`src/rtl/vga_pkg.sv`:
```
// Shared VGA display constants, RGB444 pixel type and colour-bar palette.
// Latency: n/a (package only).
// Backpressure: n/a.
package vga_pkg;

    localparam int H_DISP = 640;
    localparam int V_DISP = 480;
    localparam int SRC_W  = 320;
    localparam int SRC_H  = 240;

    typedef struct packed {
        logic [3:0] r;
        logic [3:0] g;
        logic [3:0] b;
    } rgb444_t;

    // Bars run left to right in this order.
    localparam rgb444_t BAR_COLOURS [0:7] = '{
        12'hFFF, 12'hFF0, 12'h0FF, 12'h0F0,
        12'hF0F, 12'hF00, 12'h00F, 12'h000
    };

    // Which of the 8 equal-width bars a display column falls in.
    function automatic logic [2:0] bar_index(input logic [9:0] x, input int bar_w);
        logic [2:0] idx;
        idx = 3'd0;
        for (int i = 1; i < 8; i++) begin
            if (int'(x) >= i * bar_w) idx = 3'(i);
        end
        return idx;
    endfunction

endpackage

```
`src/rtl/vga_sync_delay.sv`:
```
// Generic DEPTH x WIDTH shift register with a parameterised reset value; all taps exposed.
// Latency: DEPTH cycles from din to dout.
// Backpressure: none; shifts every cycle.
module vga_sync_delay #(
    parameter int               DEPTH   = 3,
    parameter int               WIDTH   = 1,
    parameter logic [WIDTH-1:0] RST_VAL = '0
) (
    input  logic                         clk,
    input  logic                         rst_n,
    input  logic [WIDTH-1:0]             din,
    output logic [WIDTH-1:0]             dout,
    output logic [DEPTH-1:0][WIDTH-1:0]  taps
);

    logic [DEPTH-1:0][WIDTH-1:0] sr;

    // Shift one stage per cycle; every stage resets to the idle value.
    always_ff @(posedge clk or negedge rst_n) begin
        if (!rst_n) begin
            sr <= {DEPTH{RST_VAL}};
        end else begin
            sr[0] <= din;
            for (int i = 1; i < DEPTH; i++) begin
                sr[i] <= sr[i-1];
            end
        end
    end

    assign dout = sr[DEPTH-1];
    assign taps = sr;

endmodule

```
`src/rtl/vga_frame_reader.sv`:
```
// Fetches 320x240 RGB565 frame-buffer pixels with 2x upscale, converts to RGB444, aligns syncs.
// Latency: RD_LAT + 2 cycles from counters/syncs to RGB, sync and video outputs.
// Backpressure: none; free-running pixel stream, one BRAM read per active pixel.
module vga_frame_reader #(
    parameter int H_DISP = vga_pkg::H_DISP,
    parameter int V_DISP = vga_pkg::V_DISP,
    parameter int SRC_W  = vga_pkg::SRC_W,
    parameter int RD_LAT = 1,
    parameter int ADDR_W = 17
) (
    input  logic              i_clk,
    input  logic              i_rstn,
    input  logic [9:0]        i_x_counter,
    input  logic [9:0]        i_y_counter,
    input  logic              i_video,
    input  logic              i_hsync,
    input  logic              i_vsync,
    input  logic              i_pattern_en,
    output logic              o_rd_en,
    output logic [ADDR_W-1:0] o_rd_addr,
    input  logic [15:0]       i_rd_data,
    output logic [3:0]        o_red,
    output logic [3:0]        o_green,
    output logic [3:0]        o_blue,
    output logic              o_hsync,
    output logic              o_vsync,
    output logic              o_video
);
    import vga_pkg::*;

    localparam int          DEPTH    = RD_LAT + 2;
    localparam int          DW       = 13;
    localparam int          BAR_W    = H_DISP / 8;
    localparam logic [9:0]  H_DISP_C = 10'(H_DISP);
    localparam logic [9:0]  V_DISP_C = 10'(V_DISP);
    localparam logic [ADDR_W-1:0] SRC_W_C = ADDR_W'(SRC_W);
    // Idle delay-line value: syncs deasserted (high), video off, x = 0.
    localparam logic [DW-1:0] DLY_RST = {1'b1, 1'b1, 1'b0, 10'd0};

    logic [ADDR_W-1:0] line_base;
    logic [ADDR_W-1:0] rd_addr_q;
    logic              rd_en_q;
    logic              pattern_q;
    logic              frame_start;
    logic              rd_go;
    logic              line_done;

    logic [DW-1:0]             dly_out;
    logic [DEPTH-1:0][DW-1:0]  dly_taps;
    logic [DW-1:0]             tap_c;
    logic [9:0]                x_c;
    logic                      video_c;
    rgb444_t                   pix;
    rgb444_t                   rgb_q;

    assign frame_start = (i_x_counter == 10'd0) && (i_y_counter == V_DISP_C);
    // Out-of-range counters never issue reads, keeping the address inside the buffer.
    assign rd_go       = i_video && (i_x_counter < H_DISP_C) && (i_y_counter < V_DISP_C);
    // Each source row is shown on two display lines: advance after the odd one.
    assign line_done   = (i_x_counter == H_DISP_C) && (i_y_counter < V_DISP_C) && i_y_counter[0];

    // Source-row base address, restarted at the top of every frame.
    always_ff @(posedge i_clk or negedge i_rstn) begin
        if (!i_rstn) begin
            line_base <= '0;
        end else if (frame_start) begin
            line_base <= '0;
        end else if (line_done) begin
            line_base <= line_base + SRC_W_C;
        end
    end

    // Pattern select only changes in vertical blanking so a frame never tears.
    always_ff @(posedge i_clk or negedge i_rstn) begin
        if (!i_rstn) begin
            pattern_q <= 1'b0;
        end else if (frame_start) begin
            pattern_q <= i_pattern_en;
        end
    end

    // Read request: horizontal halving gives the 2x upscale; address holds when idle.
    always_ff @(posedge i_clk or negedge i_rstn) begin
        if (!i_rstn) begin
            rd_en_q   <= 1'b0;
            rd_addr_q <= '0;
        end else begin
            rd_en_q <= rd_go;
            if (rd_go) begin
                rd_addr_q <= line_base + ADDR_W'(i_x_counter[9:1]);
            end
        end
    end

    assign o_rd_en   = rd_en_q;
    assign o_rd_addr = rd_addr_q;

    vga_sync_delay #(
        .DEPTH   (DEPTH),
        .WIDTH   (DW),
        .RST_VAL (DLY_RST)
    ) u_dly (
        .clk   (i_clk),
        .rst_n (i_rstn),
        .din   ({i_hsync, i_vsync, i_video, i_x_counter}),
        .dout  (dly_out),
        .taps  (dly_taps)
    );

    // Tap RD_LAT lines up with the BRAM data arriving at the conversion register.
    assign tap_c   = dly_taps[RD_LAT];
    assign x_c     = tap_c[9:0];
    assign video_c = tap_c[10];

    // Colour selection: blank outside active video, bars or truncated RGB565.
    always_comb begin
        pix = '0;
        if (video_c) begin
            if (pattern_q) begin
                pix = BAR_COLOURS[bar_index(x_c, BAR_W)];
            end else begin
                pix.r = i_rd_data[15:12];
                pix.g = i_rd_data[10:7];
                pix.b = i_rd_data[4:1];
            end
        end
    end

    // Conversion register, same clock edge as the last delay-line stage.
    always_ff @(posedge i_clk or negedge i_rstn) begin
        if (!i_rstn) begin
            rgb_q <= '0;
        end else begin
            rgb_q <= pix;
        end
    end

    assign o_red   = rgb_q.r;
    assign o_green = rgb_q.g;
    assign o_blue  = rgb_q.b;
    assign o_hsync = dly_out[12];
    assign o_vsync = dly_out[11];
    assign o_video = dly_out[10];

    // Dropped low-order colour bits and taps not needed at the outputs.
    logic unused_bits;
    assign unused_bits = ^{i_rd_data[11], i_rd_data[6:5], i_rd_data[0], dly_out[9:0], dly_taps};

endmodule

```
`config.mk`:
```
export PLATFORM = sky130hd
export DESIGN_NAME = vga_frame_reader
export DESIGN_NICKNAME = d
export VERILOG_FILES = /design/src/rtl/vga_pkg.sv /design/src/rtl/vga_sync_delay.sv /design/src/rtl/vga_frame_reader.sv
export SDC_FILE = /design/constraint.sdc
export NUM_CORES = 1
export LEC_CHECK = 0
export CORE_AREA = 4 4 122 78
export CTS_CLUSTER_DIAMETER = 100
export CTS_CLUSTER_SIZE = 12
export DETAILED_ROUTE_END_ITERATION = 12
export DIE_AREA = 0 0 126 82
export DONT_BUFFER_PORTS = 1
export PLACE_DENSITY = 0.41
export SLEW_MARGIN = 20
export SYNTH_ARGS = -nofsm -noshare
export SYNTH_HDL_FRONTEND = slang
export SYNTH_SLANG_ARGS = --single-unit
```
`constraint.sdc`:
```
create_clock -name i_clk -period 2.95 [get_ports i_clk]
set_input_delay 0.4425 -clock i_clk [delete_from_list [all_inputs] [get_ports i_clk]]
set_output_delay 0.4425 -clock i_clk [all_outputs]
set_load 0.02 [all_outputs]
```
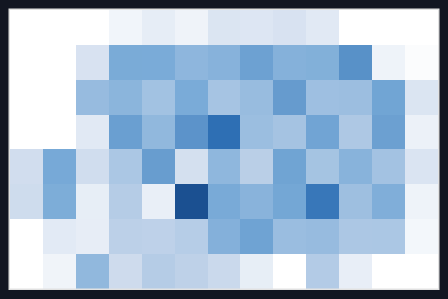
Figure 1: run 1, local utilization.
13 x 8 tiles, from white (low) to dark blue (high), 0 to 100% covered.
The mean over all tiles is 29%. 16% of the tiles are nearly empty. 1.0% of the tiles are over 75% full. The fullest tile reaches 87%. The emptiest ninth of the die: top left.
core area: 0.00833 mm2
Util after Layout: 37.2%
Starting Density: 31.5%

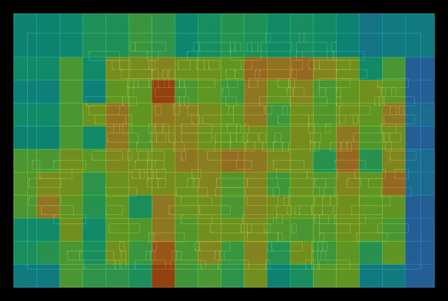
Figure 2: run 1, routing congestion.
routed len/inst: 16.2 um
gr busiest metal: met1
routing usage on met3: 6.76%

==> impl_metrics.env, run 1 <==
# source this file to load flow results
export IMPL_tns_ns=0
export IMPL_met1Wirelength_um=3110
export IMPL_fmax_mhz=511
export IMPL_clk_path_buf_depth=2
export IMPL_leakage_nw=1.36
export IMPL_synthesis_nets=285
export IMPL_hold_class="primary input to flip-flop"
export IMPL_post_cts_setup_buffers=0
export IMPL_die_area_mm2=0.0103
export IMPL_yosys_area_top_type_share_pct=54.4
export IMPL_ir_drop_v=0.000218
export IMPL_cp_arrival_ns=2.20
export IMPL_grt_pass1_wl_um=9960
export IMPL_dp_cells=347
export IMPL_syn_area_mm2=0.00262
export IMPL_num_rows=26
export IMPL_yosys_cells=238
export IMPL_synth_async_sr_flop_share_pct=100
export IMPL_worst_clock_skew_ns=0.00546
export IMPL_setup_slack_ns=0.993
export IMPL_drc=0
export IMPL_nNetsFinal=295
export IMPL_wl_met3_um=491
export IMPL_design_area_mm2=0.00310
export IMPL_ys_top_cells_by_area="dfrtp_1, dfstp_2, o21ai_0"
export IMPL_whs_ns=0.114
export IMPL_max_cap_violations=0
export IMPL_grtUsageTotal_pct=13.0
export IMPL_ys_types=40
export IMPL_cp_max_fo=8
export IMPL_top_layer="met4"
export IMPL_htreeDepth=3
export IMPL_ys_flops=63
export IMPL_place_area_mm2=0.00275
export IMPL_max_slew_margin_rel_pct=59.2
export IMPL_die_y_um=82
export IMPL_hold_viol_final=0
export IMPL_reg2reg_slack_ns=0.99
export IMPL_r2r_start="line_base[8]"
export IMPL_grt_util_met1_pct=18.4
export IMPL_power_mw=2.18
export IMPL_wl_met2_um=2260
export IMPL_syn2layout_area_growth_pct=18.3
export IMPL_slew_viol_final=0
export IMPL_grt_pass1_vias=1711
export IMPL_r2r_cells=6
export IMPL_dp_hpwl_um=4290
export IMPL_clkLatencyLatePin_ns=0.32
export IMPL_fin_crit_ns=1.96
export IMPL_cts_buffers=9
export IMPL_crit_path_end="o_rd_addr[14]"
export IMPL_powerDensity_mw_per_mm2=705
export IMPL_drive_above_1_share_pct=14.3
export IMPL_edf_count=0
export IMPL_cts_tree="yes"
export IMPL_drt_iter0_markers=143
export IMPL_whs_path_depth=0
export IMPL_gr_total_overflow=0
export IMPL_ant_nets=0
export IMPL_io_buffers=0
export IMPL_cp_required_ns=3.19
export IMPL_cp_startpoint="line_base[8]"
export IMPL_die_w_um=126
export IMPL_antennaDiodeCount=0
export IMPL_viasPerCell=4.66
export IMPL_cts_sinks=63
export IMPL_synthCells=238
export IMPL_min_from="i_vsync"
export IMPL_holdPathEnd="u_dly.taps[11]"
export IMPL_final_common_cell="dfrtp_1"
export IMPL_worst_pin_slew_ns=0.605
export IMPL_pre_cts_slack_ns=0.990
export IMPL_clk_pin_slew_ns=0.05
export IMPL_ys_seq_share_pct=60.5
export IMPL_syn_avg_cell_area_um2=11.0
export IMPL_ys_chip_area_mm2=0.00262
export IMPL_place_congestion=0.714
export IMPL_status="completed"
export IMPL_lay_top_cells="dfrtp_1, nor2_1, o21ai_0, nand2_1, xnor2_1"
export IMPL_synth_area_leader_cell="dfrtp_1"
export IMPL_synthFlopType="dfrtp_1"
export IMPL_cts_root_buf="clkbuf_16"
export IMPL_r2r_end="o_rd_addr[14]"
export IMPL_firstDrtPassIters=4
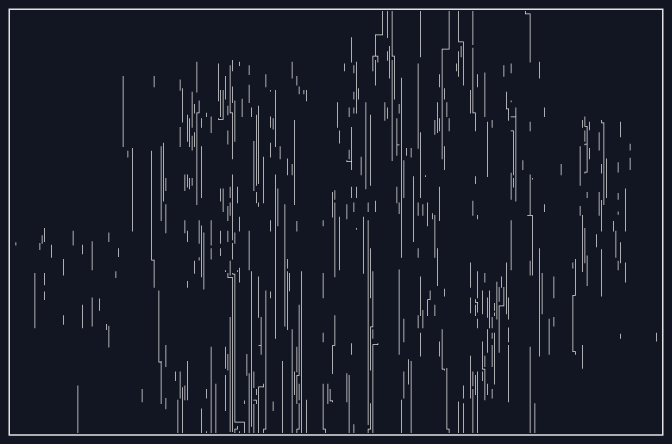
Figure 3: run 1, the metal 2 layer.
227 nets have wire on it. The layer carries 2260 um of wire. The longest straight run is 39.4 um.
Detailed Route WL: 5910 um
GR Util met2: 16.5%
Vias: 1698

## run 1: worst max-delay path, cell delays in order (launching register included)
cell and delay, ns:
dfrtp_1 0.42, ha_1 0.36, a21oi_1 0.09, a21boi_1 0.50
o21ai_0 0.21, xor2_1 0.17, o21ai_0 0.13
## run 1: report_power, final
part | switching (mW) | total [mW] | internal (mW)
registers | 0.0770 | 0.995 | 0.918
logic | 0.0504 | 0.0858 | 0.0354
clock network | 0.350 | 1.10 | 0.754
total | 0.478 | 2.18 | 1.71
## run 1: timing repair
item                                   CTS  global route
hold buffers                             2             0
resized                                  0             0
endpoints found under the hold margin   63             0
## run 1: cells by family (layout without fill, tap and decap cells)
family / count (synthesis) / count (layout) / share of synthesized area (%)
other: 1 / 1 / 0.143
and+or+nand+nor: 91 / 91 / 16.9
muxes: 4 / 4 / 1.67
DFF: 63 / 63 / 60.5
buffers and inverters: 11 / 25 / 2.01
adders and majority gates: 6 / 6 / 2.77
AOI/OAI and AO/OA: 42 / 42 / 9.41
xor gates and xnor gates: 20 / 20 / 6.69
## run 1: area by class of cell
class / instances / area, um2 / share of cell area, %
sequential: 63 / 1580 / 51.1
multi-input combinational: 164 / 983 / 31.7
clock buffer: 11 / 243 / 7.83
tap: 112 / 140 / 4.52
clock inverter: 4 / 70.1 / 2.26
timing repair buffer: 5 / 60.1 / 1.94
inverter: 5 / 18.8 / 0.606
## run 1: flip-flops by register name (all words and copies together) (netlist names)
name and flops:
pattern_q 1, o_green 4, u_dly.taps 18, o_rd_addr 17, line_base 11, o_blue 4
o_red 4, u_dly.dout 3, o_rd_en 1
## run 1: synthesized netlist by cell type, drive strengths merged, types with 5 or more instances
master	number
a21oi	5
dfrtp	57
dfstp	6
ha	5
inv	5
nand2	25
nand3	8
nor2	34
nor3	8
o21ai	25
xnor2	12
xor2	8
Figure 4. Wiring by layer (run 1).
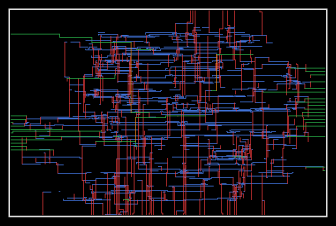

==> run 2: changes to the inputs <==
==> constraint.sdc (replaced) <==
create_clock -name i_clk -period 1.95 [get_ports i_clk]
set_input_delay 0.2925 -clock i_clk [delete_from_list [all_inputs] [get_ports i_clk]]
set_output_delay 0.2925 -clock i_clk [all_outputs]
set_load 0.02 [all_outputs]
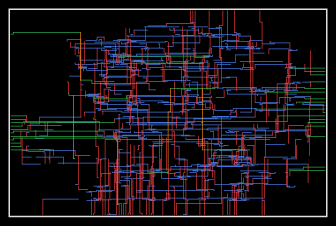
Figure 5: run 2, wiring by layer.
Key: orange = met4 [wire length 129 um]; red = met2 [wire length 2450 um]; green = met3 [wire length 602 um]; blue = met1 [wire length 3060 um]
Vias: 1776
routed len/inst: 16.6 um
GRT Overall Usage: 13.3%
Detailed Route WL: 6250 um

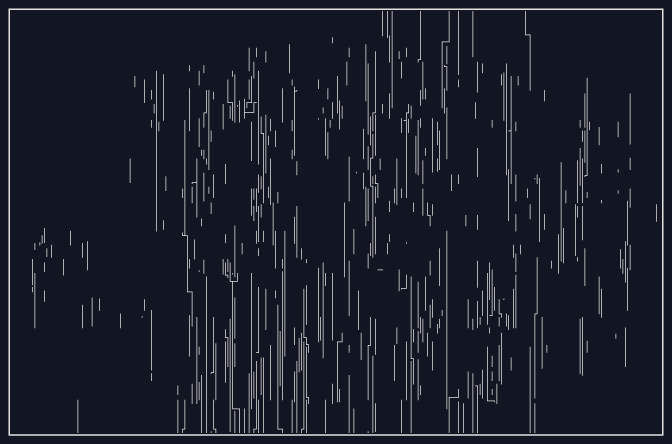
Figure 6: run 2, the metal 2 layer.
242 nets have wire on it. The wires run mostly vertical. The longest straight run is 34.3 um. The layer carries 2450 um of wire.
GR Util met2: 17.5%

==> run 2 against run 1 <==
  * Flip-flop count did not move
  * Global-route usage rose by 0.32 points
  * Utilization rose by 1.3 points
  * Sequential power rose by 51%
  * Clock power rose by 51%
  * Non-clock buffer count rose by 12
==> impl_metrics.env, run 2 <==
# source this file to load flow results
export IMPL_cp_arrival_ns=2.01
export IMPL_die_area_mm2=0.0103
export IMPL_seq_power_share_pct=45.4
export IMPL_r2r_end="o_rd_addr[14]"
export IMPL_design_core_area_mm2=0.00833
export IMPL_cp_max_fo=8
export IMPL_ir_drop_v=0.000413
export IMPL_r2r_cells=7
export IMPL_common_cells="dfrtp_1, nor2_1, nand2_1, o21ai_0, xnor2_1"
export IMPL_worst_clock_skew_ns=0.00429
export IMPL_powerDensity_mw_per_mm2=1030
export IMPL_p_clk_share_pct=50.2
export IMPL_cts_sinks=63
export IMPL_die_w_um=126
export IMPL_switching_share_pct=22.5
export IMPL_syn2layout_area_growth_pct=22.3
export IMPL_antennaDiodeCount=0
export IMPL_lay_top_cells="dfrtp_1, nor2_1, o21ai_0, nand2_1, xnor2_1"
export IMPL_syn_area_mm2=0.00262
export IMPL_sequentialPower_mw=1.50
export IMPL_setup_slack_ns=0.146
export IMPL_cts_tree="yes"
export IMPL_drc=0
export IMPL_clk_pin_slew_ns=0.05
export IMPL_drt_iter0_markers=155
export IMPL_power_mw=3.31
export IMPL_fmax_mhz=554
export IMPL_clkLatencyLatePin_ns=0.33
export IMPL_worst_pin_slew_ns=0.645
export IMPL_synth_area_leader_cell="dfrtp_1"
export IMPL_hold_viol_final=0
export IMPL_combPwrFrac_pct=4.4
export IMPL_synthFlopType="dfrtp_1"
export IMPL_grt_pass1_wl_um=10100
export IMPL_crit_path_end="o_rd_addr[14]"
export IMPL_crit_path_cell_trace="ha_1, a21oi_1, a21boi_1, buf_4, o21ai_0, xor2_1, o21ai_0"
export IMPL_min_from="i_pattern_en"
export IMPL_clk_path_buf_depth=2
export IMPL_synth_async_sr_flop_share_pct=100
export IMPL_drive_above_1_share_pct=14.3
export IMPL_nNetsFinal=307
export IMPL_synthCells=238
export IMPL_power_leader="the clock network"
export IMPL_critPathBufInv=1
export IMPL_hold_class="primary input to flip-flop"
export IMPL_grt_pass1_vias=1796
export IMPL_cp_required_ns=2.15
export IMPL_synthesis_nets=285
export IMPL_edf_count=0
export IMPL_viasPerCell=4.71
export IMPL_path_delay_family="AND-OR/OR-AND gates"
export IMPL_p_switching_mw=0.745
export IMPL_ys_chip_area_mm2=0.00262
export IMPL_fin_crit_ns=1.80
export IMPL_pre_cts_slack_ns=0.170
export IMPL_max_stage_delay_ns=0.41
export IMPL_cp_slowest_cell="dfrtp_1"
export IMPL_ys_flops=63
export IMPL_powerClk_mw=1.66
export IMPL_path_common_cell="o21ai_0"
export IMPL_r2r_start="line_base[8]"
export IMPL_cts_resized=0
export IMPL_dp_hpwl_um=4340
export IMPL_leakage_nw=1.41
export IMPL_ys_top_cells_by_area="dfrtp_1, dfstp_2, o21ai_0"
export IMPL_final_common_cell="dfrtp_1"
export IMPL_ant_nets=0
export IMPL_die_y_um=82
export IMPL_cts_root_buf="clkbuf_16"
export IMPL_num_rows=26
export IMPL_status="completed"
export IMPL_htreeDepth=3
export IMPL_place_congestion=0.710
export IMPL_io_buffers=0
-- run 2: cell count changes in the layout (fill, tap and decap cells not counted) --
cell,delta
clkbuf_8,-1
clkbuf_1,+2
dlygate4sd3_1,+9
buf_4,+3
-- run 2: timing repair --
item / 4_1_cts / 5_1_grt
buffers inserted: 0 / 0
endpoints found under the hold margin: 72 / 0
endpoints found under the setup margin: 0 / 0
hold buffers: 11 / 0
-- run 2: cell type report --
class | count | area, um2
repair buffers | 17 | 173
well taps | 112 | 140
flip-flops and latches | 63 | 1580
clock inverters | 4 | 70.1
clock buffers | 12 | 236
inverters | 5 | 18.8
fillers | 845 | 5120
multi-input cells | 164 | 983
-- run 2: how the worst min path moves through the flow --
stage                         end  slack [ns]  cells past startpoint
finish                  pattern_q        0.09                      2
CTS                     pattern_q        0.07                      2
global placement         o_red[1]     -0.0008                      0
detailed placement   line_base[7]     -0.0007                      0
global route            pattern_q        0.09                      2
floorplan           line_base[10]      -0.003                      0
-- run 2: metrics by stage --
step / instances / instance area [um2]
2_1_floorplan: 238 / 2620
3_3_place_gp: 350 / 2770
3_5_place_dp: 350 / 2770
4_1_cts: 377 / 3210
5_1_grt: 377 / 3210
6_report: 377 / 3210
-- run 2: kinds of logic after synthesis --
family | count (synthesis) | share of synthesized area, %
simple gates | 91 | 16.9
fa+ha+maj | 6 | 2.77
buf+inv | 11 | 2.01
flops | 63 | 60.5
xor+xnor | 20 | 6.69
mux | 4 | 1.67
compound gates | 42 | 9.41
other cells | 1 | 0.143
-- run 2: routing by layer --
layer,share of wire (%),wire (um),up-vias,global-route usage (%)
li1,-,-,858,-
met1,49,3060,857,18.1
met2,39,2450,49,17.5
met3,9.6,602,12,7.08
met4,2.0,128,0,5.25
met5,0,0,-,0
Power is estimated from default activity; no workload was simulated.
